==> images/clock_wires.png <==
Scale: 4 px per µm.
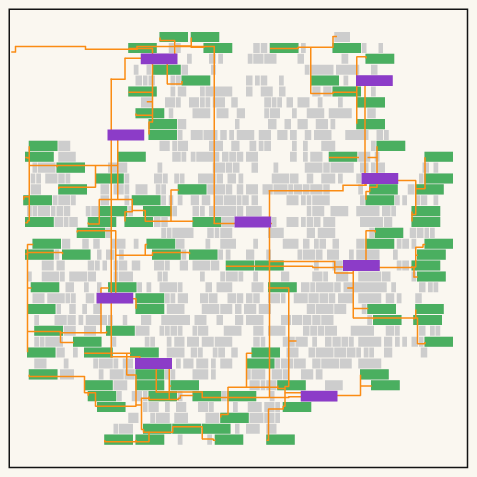
==> images/m2.png <==
Scale: 4 px per µm. Cells faint in the background.
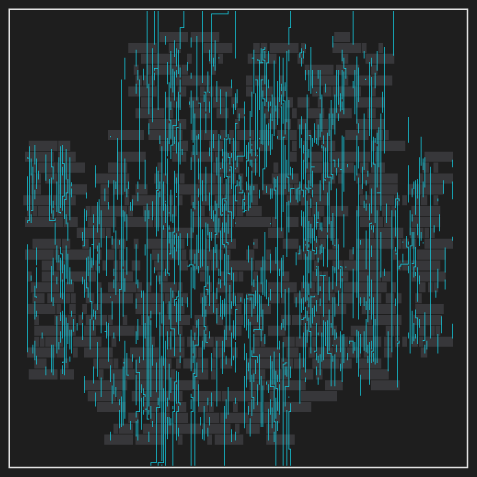
==> images/port_trees.png <==
Scale: 3 px per µm.
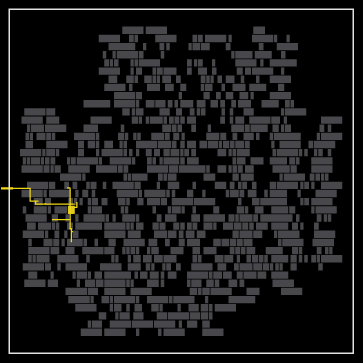
==> images/clock_nets.png <==
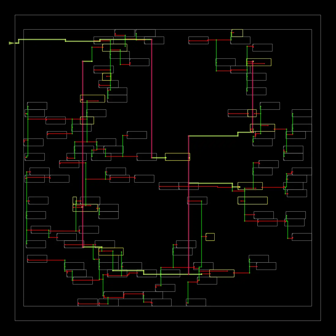
<file path="config.mk">
export PLATFORM = sky130hd
export DESIGN_NAME = sync_detector_acq_flat
export DESIGN_NICKNAME = d
export VERILOG_FILES = /design/src/rtl/sync_detector_acq_if.sv /design/src/rtl/sync_detector_acq.sv /design/src/flat_wrapper.sv
export SDC_FILE = /design/constraint.sdc
export NUM_CORES = 1
export LEC_CHECK = 0
export CORE_MARGIN = 3
export CORE_UTILIZATION = 45
export DETAILED_ROUTE_END_ITERATION = 12
export DONT_BUFFER_PORTS = 1
export GPL_TIMING_DRIVEN = 0
export PLACE_DENSITY = 0.7
export SLEW_MARGIN = 20
export SYNTH_ARGS = -nofsm -noshare
export SYNTH_HDL_FRONTEND = slang
export SYNTH_SLANG_ARGS = --single-unit
</file>
<file path="constraint.sdc">
create_clock -name clk -period 6.4 [get_ports clk]
set_clock_uncertainty 0.05 [all_clocks]
set_input_delay 1.92 -clock clk [delete_from_list [all_inputs] [get_ports clk]]
set_output_delay 1.92 -clock clk [all_outputs]
set_load 0.05 [all_outputs]
</file>
<file path="src/rtl/sync_detector_acq_if.sv">
// sync_detector_acq_if: serial ADC pins (CONVST/CS_N/SCLK/SDO) between the acquisition stage and the converter
interface sync_detector_acq_if;
    logic adc_convst;
    logic adc_cs_n;
    logic adc_sclk;
    logic adc_sdo;
    modport master (output adc_convst, adc_cs_n, adc_sclk, input adc_sdo);
    modport slave (input adc_convst, adc_cs_n, adc_sclk, output adc_sdo);
endinterface

</file>
<file path="src/rtl/sync_detector_acq.sv">
// sync_detector_acq: serial ADC acquisition with synchronous +/- demodulation and per-period saturating accumulation
module sync_detector_acq #(
    parameter int ADC_BITS    = 12,
    parameter int SCLK_DIV    = 4,
    parameter int CONV_CYCLES = 40,
    parameter int ACC_W       = 24
) (
    input  logic                    clk,
    input  logic                    rst,
    input  logic                    enable,
    input  logic                    conv_req,
    input  logic                    period_start,
    input  logic                    phase_neg,
    sync_detector_acq_if.master     adc,
    output logic [ADC_BITS-1:0]     sample,
    output logic                    sample_valid,
    output logic signed [ACC_W-1:0] result,
    output logic                    result_valid,
    output logic                    overrun
);
    localparam int CW = $clog2(CONV_CYCLES);
    localparam int DW = $clog2(SCLK_DIV) + 1;
    localparam int HW = $clog2(2 * ADC_BITS);
    localparam logic [CW-1:0] CONV_LAST = CW'(CONV_CYCLES - 1);
    localparam logic [DW-1:0] DIV_LAST = DW'(SCLK_DIV - 1);
    localparam logic [HW-1:0] HALF_LAST = HW'(2 * ADC_BITS - 1);
    localparam logic signed [ACC_W-1:0] ACC_MAX = {1'b0, {(ACC_W-1){1'b1}}};
    localparam logic signed [ACC_W-1:0] ACC_MIN = {1'b1, {(ACC_W-1){1'b0}}};

    typedef enum logic [1:0] {IDLE, CONV, READ, DONE} state_t;
    state_t state, state_n;

    logic conv_req_d, period_start_d, enable_d, ph, armed, sclk;
    logic req_ok, per_ok, rise, read_end;
    logic [CW-1:0] cnt;
    logic [DW-1:0] div;
    logic [HW-1:0] half;
    logic [ADC_BITS-1:0] shreg, sh_next;
    logic signed [ACC_W-1:0] acc, s_ext, base, acc_n;
    logic signed [ACC_W:0] sum;

    assign adc.adc_sclk = sclk;

    always_comb begin
        req_ok         = conv_req & ~conv_req_d & enable;
        per_ok         = period_start & ~period_start_d & enable;
        rise           = state == READ && sclk && div == '0;
        read_end       = state == READ && div == DIV_LAST && half == HALF_LAST;
        sh_next        = rise ? {shreg[ADC_BITS-2:0], adc.adc_sdo} : shreg;
        state_n        = (state == IDLE && req_ok) ? CONV :
                         (state == CONV && cnt == CONV_LAST) ? READ :
                         read_end ? DONE :
                         (state == DONE) ? IDLE : state;
        adc.adc_convst = state == CONV && cnt < CW'(2);
        adc.adc_cs_n   = state != READ;
        // offset binary -> two's complement by inverting the MSB
        s_ext          = ACC_W'($signed({~sample[ADC_BITS-1], sample[ADC_BITS-2:0]}));
        // a sample finishing on a period edge starts the new period's sum
        base           = per_ok ? '0 : acc;
        sum            = {base[ACC_W-1], base} + (ph ? -{s_ext[ACC_W-1], s_ext} : {s_ext[ACC_W-1], s_ext});
        acc_n          = (sum[ACC_W] == sum[ACC_W-1]) ? sum[ACC_W-1:0] : (sum[ACC_W] ? ACC_MIN : ACC_MAX);
    end

    always_ff @(posedge clk) begin
        if (rst) begin
            state          <= IDLE;
            conv_req_d     <= 1'b0;
            period_start_d <= 1'b0;
            enable_d       <= 1'b0;
            cnt            <= '0;
            div            <= '0;
            half           <= '0;
            sclk           <= 1'b0;
            shreg          <= '0;
            ph             <= 1'b0;
            sample         <= '0;
            sample_valid   <= 1'b0;
            result         <= '0;
            result_valid   <= 1'b0;
            overrun        <= 1'b0;
            armed          <= 1'b0;
            acc            <= '0;
        end else begin
            state          <= state_n;
            conv_req_d     <= conv_req;
            period_start_d <= period_start;
            enable_d       <= enable;
            cnt            <= (state == CONV) ? cnt + 1'b1 : '0;
            div            <= (state == READ && !read_end && div != DIV_LAST) ? div + 1'b1 : '0;
            half           <= (state != READ || read_end) ? '0 : (div == DIV_LAST) ? half + 1'b1 : half;
            sclk           <= (state != READ || read_end) ? 1'b0 : (div == DIV_LAST) ? ~sclk : sclk;
            shreg          <= sh_next;
            sample_valid   <= read_end;
            sample         <= read_end ? sh_next : sample;
            ph             <= (state == IDLE && req_ok) ? phase_neg : ph;
            overrun        <= overrun | (req_ok && state != IDLE);
            result_valid   <= per_ok && armed;
            result         <= (per_ok && armed) ? acc : result;
            armed          <= per_ok | (armed & ~(enable_d & ~enable));
            acc            <= (state == DONE) ? acc_n : per_ok ? '0 : acc;
        end
    end
endmodule

</file>
<file path="src/flat_wrapper.sv">
// flat-port wrapper written by rule: the top's interface ports become plain ports
module sync_detector_acq_flat 
#(
    parameter int ADC_BITS    = 12,
    parameter int SCLK_DIV    = 4,
    parameter int CONV_CYCLES = 40,
    parameter int ACC_W       = 24
)
  (clk, rst, enable, conv_req, period_start, phase_neg, sample, sample_valid, result, result_valid, overrun, adc_adc_convst, adc_adc_cs_n, adc_adc_sclk, adc_adc_sdo);
  sync_detector_acq_if adc_i ();
  input  logic clk;
  input  logic rst;
  input  logic enable;
  input  logic conv_req;
  input  logic period_start;
  input  logic phase_neg;
  output logic [ADC_BITS-1:0] sample;
  output logic sample_valid;
  output logic signed [ACC_W-1:0] result;
  output logic result_valid;
  output logic overrun;
  output wire logic [$bits(adc_i.adc_convst)-1:0] adc_adc_convst;
  output wire logic [$bits(adc_i.adc_cs_n)-1:0] adc_adc_cs_n;
  output wire logic [$bits(adc_i.adc_sclk)-1:0] adc_adc_sclk;
  input wire logic [$bits(adc_i.adc_sdo)-1:0] adc_adc_sdo;
  assign adc_adc_convst = adc_i.adc_convst;
  assign adc_adc_cs_n = adc_i.adc_cs_n;
  assign adc_adc_sclk = adc_i.adc_sclk;
  assign adc_i.adc_sdo = adc_adc_sdo;
  sync_detector_acq #(.ADC_BITS(ADC_BITS), .SCLK_DIV(SCLK_DIV), .CONV_CYCLES(CONV_CYCLES), .ACC_W(ACC_W)) u_core (.clk(clk), .rst(rst), .enable(enable), .conv_req(conv_req), .period_start(period_start), .phase_neg(phase_neg), .adc(adc_i), .sample(sample), .sample_valid(sample_valid), .result(result), .result_valid(result_valid), .overrun(overrun));
endmodule
</file>
==> impl_metrics.py <==
# Auto-generated metrics
metrics = {
    "run_status": {
        "run_status": "finished, final reports clean",
    },
    "drt": {
        "route.antenna.remaining_nets": 0,
        "wl_met3_um": 701,
        "drt_first_pass_iters": 4,
        "wl_met1_um": 5470,
        "top_layer": "met4",
        "detail_route.iter0.violations": 223,
        "routed-via-count": 4347,
        "route.met2.wl_um": 5790,
        "vias_per_cell": 5.55,
    },
    "power_and_ir_drop": {
        "pg_clk_w": 0.000564,
        "p_leak_nw": 2.28,
        "ratio_of_total_power_to_cell_area_nw_per_um2": 213,
        "share_clk_of_total_power": 0.459,
        "share_comb_of_total_power": 0.045,
        "net-switching-power_w": 0.000285,
        "power_w": 0.00123,
        "largestPowerGroup": "sequential cells",
        "p_comb_w": 0.0000556,
        "seqPwrFrac": 0.496,
        "seq_cell_power_w": 0.000609,
    },
    "yosys": {
        "yosysCellCount": 626,
        "asyncSetResetFlopFracSynth": 0,
        "synth.top_cells.by_count": "97 x sky130_fd_sc_hd__dfxtp_1, 81 x sky130_fd_sc_hd__nand2_1, 77 x sky130_fd_sc_hd__nor2_1",
        "synth_top_cell_by_count": "sky130_fd_sc_hd__dfxtp_1",
        "netlist_instances": 626,
        "synth.avg_cell_area_um2": 8.42,
        "area_leaders": "sky130_fd_sc_hd__dfxtp_1 37%, sky130_fd_sc_hd__ha_1 7.1%, sky130_fd_sc_hd__nand2_1 5.8%",
        "synth.mux.area_fraction": 0.0361,
        "xor_share": 0.0648,
        "synth_compound_gate_area_share": 0.197,
        "netlist.top_cell.by_area": "sky130_fd_sc_hd__dfxtp_1",
        "synth-area-yosys_um2": 5270,
        "simple_gate_share": 0.216,
        "ys.flops": 97,
        "synth-seq-area-share": 0.369,
        "ys_dominant_reg_cell": "sky130_fd_sc_hd__dfxtp_1",
        "ys_types": 60,
    },
    "critical_path": {
        "timing.critical_path.from": "period_start",
        "critical_path.endpoint_type": "register",
        "rr_endpoint": "u_core.acc[16]",
        "r2r_setup_slack_ns": 1.43,
        "critPathLaunchType": "primary input",
        "reg2reg_depth": 15,
        "critPathCapture": "u_core.acc[16]",
        "timing.critical_path.required_ns": 6.55,
        "arrival_worst_endpoint_ns": 5.86,
        "cp_max_fo": 10,
        "cell_with_the_largest_stage_delay_on_the_worst_path": "sky130_fd_sc_hd__a2111oi_0",
        "cells_traversed_along_the_worst_timing_path": "nand3b_1, clkbuf_1, and2_1, ha_1, inv_1, fa_1, nand2b_1, a21oi_1, o2111ai_1, a21o_1, a2111oi_0, or3_4, nand4b_2, nand2_4, buf_6, o32ai_2",
        "worst_r2r_startpoint": "u_core.sample[2]",
    },
    "cells_and_area": {
        "n_multi_input_combinational_cell": 475,
        "n_antenna_cell": 0,
        "design.final.nets": 676,
        "n_clock_buffer": 11,
        "final.signal_buffer_count": 36,
        "nonClkBufAreaFrac": 0.0280,
        "mostFrequentLayoutCells": "97 x sky130_fd_sc_hd__dfxtp_1, 81 x sky130_fd_sc_hd__nand2_1, 77 x sky130_fd_sc_hd__nor2_1, 55 x sky130_fd_sc_hd__a21oi_1",
        "final_cells": 783,
        "layout.non_clock_inverters": 19,
        "seqCellArea_um2": 1940,
        "drive_gt1_frac": 0.0778,
        "n_fill_cell": 1087,
        "areaGrowthSynthToFinish_pct": 9.59,
        "mostFrequentLayoutCell": "sky130_fd_sc_hd__dfxtp_1",
        "layout.cells.largest_class": "combinational gates",
    },
    "run": {
        "timing.max_cap.violations": 0,
        "warnings": 27,
    },
    "timing": {
        "whs_ns": 0.381,
        "final.min_clock_period_ns": 5.70,
        "timing.setup.tns_ns": 0,
        "slew_violations": 0,
        "tightestPinTransition_ns": 0.890,
        "timing.final.setup_violations": 0,
        "fmaxAchievable_ghz": 0.175,
        "final-hold-violation-count": 0,
        "setup_repair_after_global_routing_missed_its_margin": "no",
        "final_critical_path_setup_slack_ns": 0.695,
    },
    "grt": {
        "grt.met2_usage": 0.331,
        "via_count_of_the_first_global_routing_pass": 4224,
        "globalRouteTotalUtil": 0.199,
        "maximum_number_of_pins_on_one_net_before_global_route_repair": 18,
        "number_of_antenna_violations_at_the_first_check_in_global_routing": 0,
        "global_route.usage.met3": 0.0460,
        "global_route_wire_length_before_repair_um": 20800,
    },
    "floorplanning": {
        "tapcell.inserted": 140,
        "floorplan_die_area_um2": 13000,
        "x_dimension_of_the_die_um": 114,
        "area_of_the_core_um2": 11100,
        "rows": 38,
        "core_util_floorplan": 0.474,
    },
    "clock_tree": {
        "clk_path_buf_depth": 2,
        "cts_repair_resize_count": 0,
        "cts-htree-levels": 3,
        "tritoncts_clock_tree": "built",
        "cts-root-buf": "sky130_fd_sc_hd__clkbuf_16",
    },
    "placement": {
        "dp_hpwl_um": 9560,
        "detailedPlace.worstSlack_ns": 0.351,
        "cell_area_reported_after_detailed_placement_um2": 5460,
        "place.gp.congestion": 0.945,
    },
    "min_path": {
        "number_of_cells_on_the_worst_hold_path": 1,
        "whs_endpoint": "u_core.armed",
        "hold_path_class": "reg2reg",
    },
}
## Picture notes: clock_wires.png
clock-net drivers: shown in purple, count 9. clock wires: shown in orange, length 1200 µm. flip-flops: shown in green, count 97.
Position of the flops: all over the die. There are 10 routed clock nets.

## Picture notes: m2.png
The layer carries 5790 µm of wire. The layer holds 47% of the routed length. The wires run mostly vertical. 575 nets have wire on it.

## Picture notes: port_trees.png
adc_adc_cs_n: shown in yellow, bits 1, direction output, edge left, end cells 1, buffers 1, wire 56.4 µm.
I/O Buffers: 0
I/O Pins: 49

## Picture notes: clock_nets.png
total clock buffers created by CTS: 9
number of sinks handled by clock tree synthesis: 97
clock latency reported for the late side of the worst-skew pair: 0.36 ns
seq_cells: 97

